$ cat src/rtl/muldiv_pkg.sv
// Shared definitions for the HI/LO multiply/divide unit.
// Holds the operation encodings presented on Op, the FSM state encoding, and
// the LO value written when a divide has a zero divisor.
package muldiv_pkg;

    localparam int DW_DEFAULT = 32;

    typedef enum logic [2:0] {
        OP_MULT  = 3'b000,
        OP_MULTU = 3'b001,
        OP_DIV   = 3'b010,
        OP_DIVU  = 3'b011,
        OP_MTHI  = 3'b100,
        OP_MTLO  = 3'b101
    } op_t;

    typedef enum logic [1:0] {
        ST_IDLE,
        ST_RUN,
        ST_FINISH
    } state_t;

    localparam logic [DW_DEFAULT-1:0] DIV0_LO = 32'hFFFF_FFFF;

    // MULT/MULTU/DIV/DIVU all have Op[2]=0; the MT* moves and reserved codes do not.
    function automatic logic is_muldiv(input logic [2:0] op);
        return ~op[2];
    endfunction

endpackage

$ cat src/rtl/sign_fixup.sv
// Conditional two's-complement negate.
// Ports:
//   value  : operand to be (optionally) negated
//   neg    : 1 = output -value, 0 = output value unchanged
//   result : corrected value (purely combinational)
// Used both to form operand magnitudes on accept and to restore result signs.
module sign_fixup
    import muldiv_pkg::*;
#(
    parameter int WIDTH = 2 * DW_DEFAULT
) (
    input  logic [WIDTH-1:0] value,
    input  logic             neg,
    output logic [WIDTH-1:0] result
);

    assign result = neg ? (~value + WIDTH'(1)) : value;

endmodule

$ cat src/rtl/hilo_muldiv_unit.sv
// Iterative multiply/divide unit with architectural HI/LO registers.
// Ports:
//   Clk, Rst       : clock, synchronous active-high reset
//   Start, Op      : request and operation (MULT/MULTU/DIV/DIVU/MTHI/MTLO)
//   A, B           : rs / rt operands
//   Flush          : squash the in-flight operation
//   Busy           : operation in flight (stall IF/ID and ID/EX)
//   Done           : one-cycle pulse when HI/LO take a mult/div result
//   DivByZero      : one-cycle pulse with Done for a zero divisor
//   Hi, Lo         : architectural HI/LO
// Multiply is shift-add and divide is restoring, one bit per cycle over a
// 2*DATA_WIDTH accumulator; signs are stripped on accept and restored in FINISH.
module hilo_muldiv_unit
    import muldiv_pkg::*;
#(
    parameter int DATA_WIDTH = DW_DEFAULT
) (
    input  logic                  Clk,
    input  logic                  Rst,
    input  logic                  Start,
    input  logic [2:0]            Op,
    input  logic [DATA_WIDTH-1:0] A,
    input  logic [DATA_WIDTH-1:0] B,
    input  logic                  Flush,
    output logic                  Busy,
    output logic                  Done,
    output logic                  DivByZero,
    output logic [DATA_WIDTH-1:0] Hi,
    output logic [DATA_WIDTH-1:0] Lo
);

    localparam int DW = DATA_WIDTH;
    localparam int CW = $clog2(DW);

    state_t              state, next_state;
    logic [CW-1:0]       cnt_q;
    logic                done_q, dbz_q;
    logic [DW-1:0]       hi_q, lo_q;

    // Operation context captured on accept.
    logic                is_div_q;
    logic                neg_res_q;   // result (product/quotient) must be negated
    logic                neg_rem_q;   // remainder must be negated (dividend < 0)
    logic                div0_q;
    logic [DW-1:0]       a_orig_q;
    logic [DW-1:0]       opnd_q;      // multiplicand or divisor magnitude
    logic [2*DW-1:0]     acc_q;

    // Operand magnitudes; only signed ops strip the sign.
    logic          signed_op, a_neg, b_neg;
    logic [DW-1:0] mag_a, mag_b;

    assign signed_op = ~Op[0];
    assign a_neg     = signed_op & A[DW-1];
    assign b_neg     = signed_op & B[DW-1];

    sign_fixup #(.WIDTH(DW)) u_mag_a (.value(A), .neg(a_neg), .result(mag_a));
    sign_fixup #(.WIDTH(DW)) u_mag_b (.value(B), .neg(b_neg), .result(mag_b));

    logic accept;
    assign accept = (state == ST_IDLE) && Start && !Flush && is_muldiv(Op);

    // Multiply step: add multiplicand into the upper half when the current
    // multiplier bit (acc LSB) is set, then shift the whole accumulator right.
    logic [DW-1:0]   addend;
    logic [DW:0]     sum;
    logic [2*DW-1:0] mult_next;

    assign addend    = acc_q[0] ? opnd_q : '0;
    assign sum       = {1'b0, acc_q[2*DW-1:DW]} + {1'b0, addend};
    assign mult_next = {sum, acc_q[DW-1:1]};

    // Divide step: shift remainder:dividend left one bit and try to subtract
    // the divisor. The shifted remainder is DW+1 bits; when it is >= divisor
    // the difference always fits in DW bits, so a DW-bit subtract suffices.
    logic [DW:0]     shifted;
    logic            fits;
    logic [DW-1:0]   trial;
    logic [2*DW-1:0] div_next;

    assign shifted  = acc_q[2*DW-1:DW-1];
    assign fits     = shifted[DW] | (shifted[DW-1:0] >= opnd_q);
    assign trial    = shifted[DW-1:0] - opnd_q;
    assign div_next = fits ? {trial, acc_q[DW-2:0], 1'b1}
                           : {acc_q[2*DW-2:0], 1'b0};

    // Result sign correction used in FINISH.
    logic [2*DW-1:0] prod_fix;
    logic [DW-1:0]   quo_fix, rem_fix;

    sign_fixup #(.WIDTH(2*DW)) u_fix_prod (.value(acc_q),            .neg(neg_res_q), .result(prod_fix));
    sign_fixup #(.WIDTH(DW))   u_fix_quo  (.value(acc_q[DW-1:0]),    .neg(neg_res_q), .result(quo_fix));
    sign_fixup #(.WIDTH(DW))   u_fix_rem  (.value(acc_q[2*DW-1:DW]), .neg(neg_rem_q), .result(rem_fix));

    // Next-state logic.
    always_comb begin
        // NOTE: next_state gets a default before any branch so no path leaves
        // it unassigned, which would otherwise infer a latch.
        next_state = state;
        case (state)
            ST_IDLE:   if (Start && is_muldiv(Op)) next_state = ST_RUN;
            ST_RUN:    if (cnt_q == CW'(DW - 1))   next_state = ST_FINISH;
            ST_FINISH: next_state = ST_IDLE;
            default:   next_state = ST_IDLE;
        endcase
        if (Flush) next_state = ST_IDLE;
    end

    // Control state and architectural registers.
    always_ff @(posedge Clk) begin
        // NOTE: all sequential state uses non-blocking assignments so every
        // register samples the pre-edge values regardless of statement order.
        if (Rst) begin
            state  <= ST_IDLE;
            cnt_q  <= '0;
            done_q <= 1'b0;
            dbz_q  <= 1'b0;
            hi_q   <= '0;
            lo_q   <= '0;
        end else begin
            state  <= next_state;
            done_q <= 1'b0;
            dbz_q  <= 1'b0;
            cnt_q  <= (state == ST_RUN) ? cnt_q + CW'(1) : '0;

            if (state == ST_IDLE && Start && !Flush) begin
                if (Op == OP_MTHI)      hi_q <= A;
                else if (Op == OP_MTLO) lo_q <= A;
            end

            if (state == ST_FINISH && !Flush) begin
                done_q <= 1'b1;
                if (is_div_q && div0_q) begin
                    hi_q  <= a_orig_q;
                    lo_q  <= DW'(DIV0_LO);
                    dbz_q <= 1'b1;
                end else if (is_div_q) begin
                    hi_q <= rem_fix;
                    lo_q <= quo_fix;
                end else begin
                    {hi_q, lo_q} <= prod_fix;
                end
            end
        end
    end

    // Datapath context. NOTE: these registers have no reset: they are always
    // loaded on accept before being read, and the FSM guards their use.
    always_ff @(posedge Clk) begin
        if (accept) begin
            is_div_q  <= Op[1];
            neg_res_q <= a_neg ^ b_neg;
            neg_rem_q <= a_neg;
            div0_q    <= (B == '0);
            a_orig_q  <= A;
            opnd_q    <= Op[1] ? mag_b : mag_a;
            acc_q     <= {{DW{1'b0}}, (Op[1] ? mag_a : mag_b)};
        end else if (state == ST_RUN) begin
            acc_q <= is_div_q ? div_next : mult_next;
        end
    end

    assign Busy      = (state != ST_IDLE);
    assign Done      = done_q;
    assign DivByZero = dbz_q;
    assign Hi        = hi_q;
    assign Lo        = lo_q;

endmodule

$ cat config.mk
export PLATFORM = sky130hd
export DESIGN_NAME = hilo_muldiv_unit
export DESIGN_NICKNAME = d
export VERILOG_FILES = /design/src/rtl/muldiv_pkg.sv /design/src/rtl/sign_fixup.sv /design/src/rtl/hilo_muldiv_unit.sv
export SDC_FILE = /design/constraint.sdc
export NUM_CORES = 1
export LEC_CHECK = 0
export CORE_AREA = 8 8 206 208
export DETAILED_ROUTE_END_ITERATION = 8
export DIE_AREA = 0 0 214 216
export PLACE_DENSITY = 0.6
export SYNTH_ARGS = -nofsm -noshare
export SYNTH_HDL_FRONTEND = slang
export SYNTH_SLANG_ARGS = --single-unit
export TNS_END_PERCENT = 1
$ cat constraint.sdc
create_clock -name Clk -period 5.9 [get_ports Clk]
set_input_delay 1.18 -clock Clk [delete_from_list [all_inputs] [get_ports Clk]]
set_output_delay 1.18 -clock Clk [all_outputs]
set_load 0.01 [all_outputs]
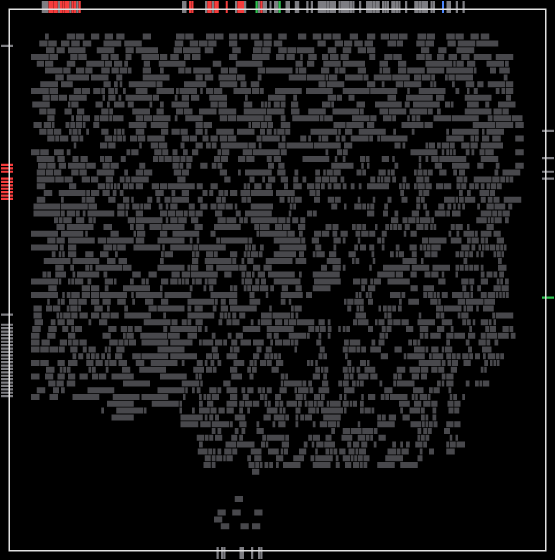
Fig. 1. I/O pins on the die edge.
Pins as bars across the die edge, other pins in grey.
[Op] green | pins: 3 | direction: input | edge: 2 top, 1 right
[DivByZero] blue | pins: 1 | direction: output | edge: top
[Lo] red | pins: 32 | direction: output | edge: 22 top, 10 left
Port Buf Inserts: 137
Die W: 214 um
Die H: 216 um

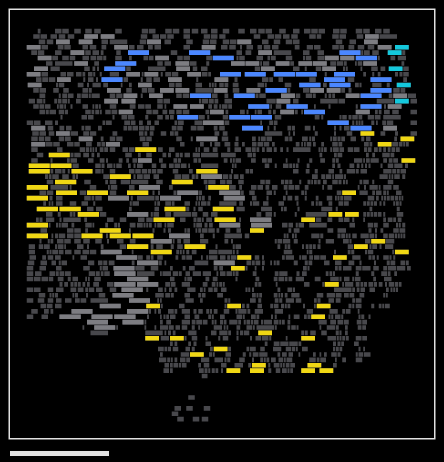
Fig. 2. Sequential cells coloured by netlist name.
Bar = 50 um.
[cnt_q] cyan | sequential cells: 5 | where: upper right
[a_orig_q] blue | sequential cells: 32
[acc_q] yellow | sequential cells: 64

==> flow_summary.yaml <==
# implementation run metrics
detailed_routing:
  ant_nets: 0
  wl_per_cell_um: 24.4
  viasPerCell: 6.21
  first_iter_violations: 1551
  drcViolationCount: 0
  vias: 15100
  wl_um: 59500
grt:
  antenna_found_initial: 2
  grt_use_met1: 0.314
  overflow: 0
  grt_use_total: 0.244
  use_met3: 0.0438
  gr-usage-met2: 0.402
critical_path:
  max_stage_delay_ps: 950
  crit_fanout: 5
  critPathBufInv: 1
  path_class: "in2reg"
  crit_required_ps: 6180
  cp_common_cell: "a21oi_1"
  worst_setup_path_start_kind: "primary input"
  worst-path-stages: 10
  cp_slowest_cell: "nor4_1"
floorplan:
  chipArea_sq_um: 46200
  core_area_sq_um: 39200
  num_io_pins: 138
  rows: 73
worst_hold_path:
  hold_path_class: "reg2reg"
  worstHoldPathCells: 1
final_layout:
  drive_above_1_share: 0.0571
  lay_top_cells: "nor2_1, a21oi_1, clkdlybuf4s50_1"
  diodes: 0
  area_growth_pct: 17.2
logic_synthesis:
  synth.largest_area_cell: "edfxtp_1"
  yosysWarnings: 0
  avgSynthCellArea_sq_um: 8.56
  enable_flop_cells: 100
  async_reset_ff_frac: 0
  ys_area_sq_um: 15500
  synth_seq_share: 0.329
  yosysUniqueCellTypes: 78
  syn_nets: 1955
  synth_area_sq_um: 15500
  netlist_instances: 1812
clock_tree:
  postCtsSetupRepairBufs: 0
  clk_pin_slew_ps: 70
  cts_tree: "yes"
  cts_inserted_buffers: 25
  cts_max_level: 1
power:
  leakagePower_nw: 6.88
  irDropWorstVdd_mv: 0.203
  p_per_area_nw_per_um2: 281
  power_w: 0.00511
flow_run:
  warnings: 26
  max_cap_violations: 0
status:
  status: "complete, no violations"
final_timing:
  finalSetupViolCount: 0
  final-hold-violation-count: 0
  finalCritPeriodShare: 0.772
  setup_tns_ps: 0
  relSlewSlack: 0.112
  max_freq_ghz: 0.219
  finClkSkew_ps: 20.7
  drv_slew: 0
place:
  dp_hpwl_um: 45200
  gp_congestion: 0.946
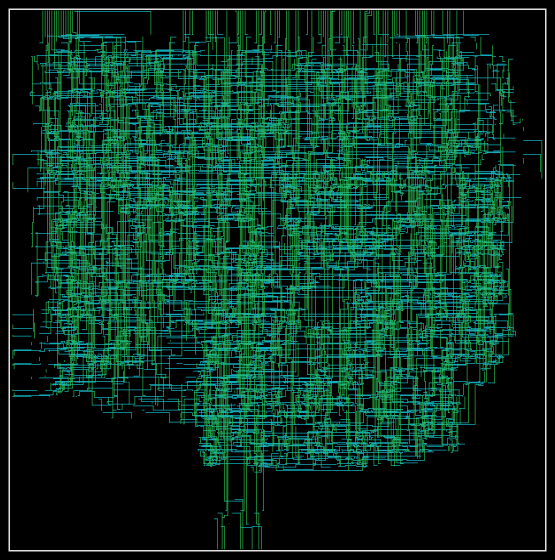
Fig. 3. Routed metal, one colour a layer.
Only two layers are drawn.
[met1] cyan | wire length: 24.6 mm
[met2] green | wire length: 27.9 mm

-- logic make-up (layout without fill, tap and decap cells) --
group | Yosys count | count (layout) | share of synthesized area
AOI/OAI and AO/OA | 562 | 562 | 0.240
and+or+nand+nor | 500 | 500 | 0.153
DFF | 205 | 205 | 0.329
buffers and inverters | 182 | 279 | 0.0443
xor gates and xnor gates | 166 | 166 | 0.0937
muxes | 125 | 125 | 0.0812
adders and majority gates | 72 | 72 | 0.0590
-- power breakdown --
group	total, W	switching [W]	internal, W
Sequential	0.00180	0.000205	0.00160
Combinational	0.00169	0.00103	0.000661
Clock	0.00161	0.000660	0.000955
Total	0.00511	0.00189	0.00321
-- final timing paths --
check | slack [ps] | endpoint | from
worst min-delay path | 460 | cnt_q[0]$_SDFF_PP0_ | cnt_q[0]$_SDFF_PP0_
worst min register to register | 460 | cnt_q[0]$_SDFF_PP0_ | cnt_q[0]$_SDFF_PP0_
worst max-delay path | 1340 | acc_q[27]$_DFFE_PP_ | B[2]
worst max register to register | 1490 | acc_q[62]$_SDFFE_PP0P_ | acc_q[0]$_DFFE_PP_
-- cells in the mapped netlist, drive strengths merged, types with 9 or more instances --
| library cell | count |
|---|---|
| a211oi | 24 |
| a21o | 18 |
| a21oi | 147 |
| a221oi | 74 |
| a222oi | 9 |
| a22oi | 9 |
| a31oi | 13 |
| buf | 15 |
| clkbuf | 96 |
| dfxtp | 105 |
| edfxtp | 100 |
| ha | 70 |
| inv | 70 |
| mux2i | 118 |
| nand2 | 117 |
| nand2b | 15 |
| nand3 | 18 |
| nand4 | 17 |
| nor2 | 180 |
| nor2b | 9 |
| nor3 | 48 |
| nor4 | 14 |
| o211ai | 14 |
| o21ai | 133 |
| o22ai | 10 |
| o31ai | 31 |
| o41ai | 18 |
| or2 | 13 |
| or3 | 25 |
| or4 | 17 |
| xnor2 | 89 |
| xor2 | 77 |
-- through the flow --
| step | area, sq um | std cells | hold slack [ps] | setup WS (ps) | util |
|---|---|---|---|---|---|
| 6_report | 18200 | 2434 | 457 | 1340 | 0.464 |
| 5_1_grt | 18200 | 2434 | 494 | 1120 | 0.464 |
| 4_1_cts | 18200 | 2434 | 463 | 1530 | 0.464 |
| 3_5_place_dp | 17300 | 2388 | 444 | 999 | 0.442 |
| 3_3_place_gp | 17300 | 2388 | 441 | 1050 | 0.442 |
| 2_1_floorplan | 15500 | 1812 | 425 | 1750 | - |
-- layer usage --
layer	vias up	share of wire
met3	123	0.080
met1	7362	0.41
met4	2	0.037
li1	6973	-
met2	665	0.47
met5	-	0.00017
-- area by class of cell --
type | count | area, sq um
Fill cell | 3772 | 21000
Multi-Input combinational cell | 1425 | 9750
Sequential cell | 205 | 5100
Timing Repair Buffer | 162 | 1550
Clock buffer | 37 | 773
Tap cell | 525 | 657
Inverter | 71 | 268
Clock inverter | 9 | 86.3
-- registers in the layout, indices dropped and copies added (netlist names) --
signal and flops:
DivByZero 1, Done 1, Hi 32, Lo 32, a_orig_q 32, acc_q 64
cnt_q 5, div0_q 1, is_div_q 1, neg_rem_q 1, neg_res_q 1, opnd_q 32
state 2
No activity file was given, so power comes from the tool's default toggle rates.
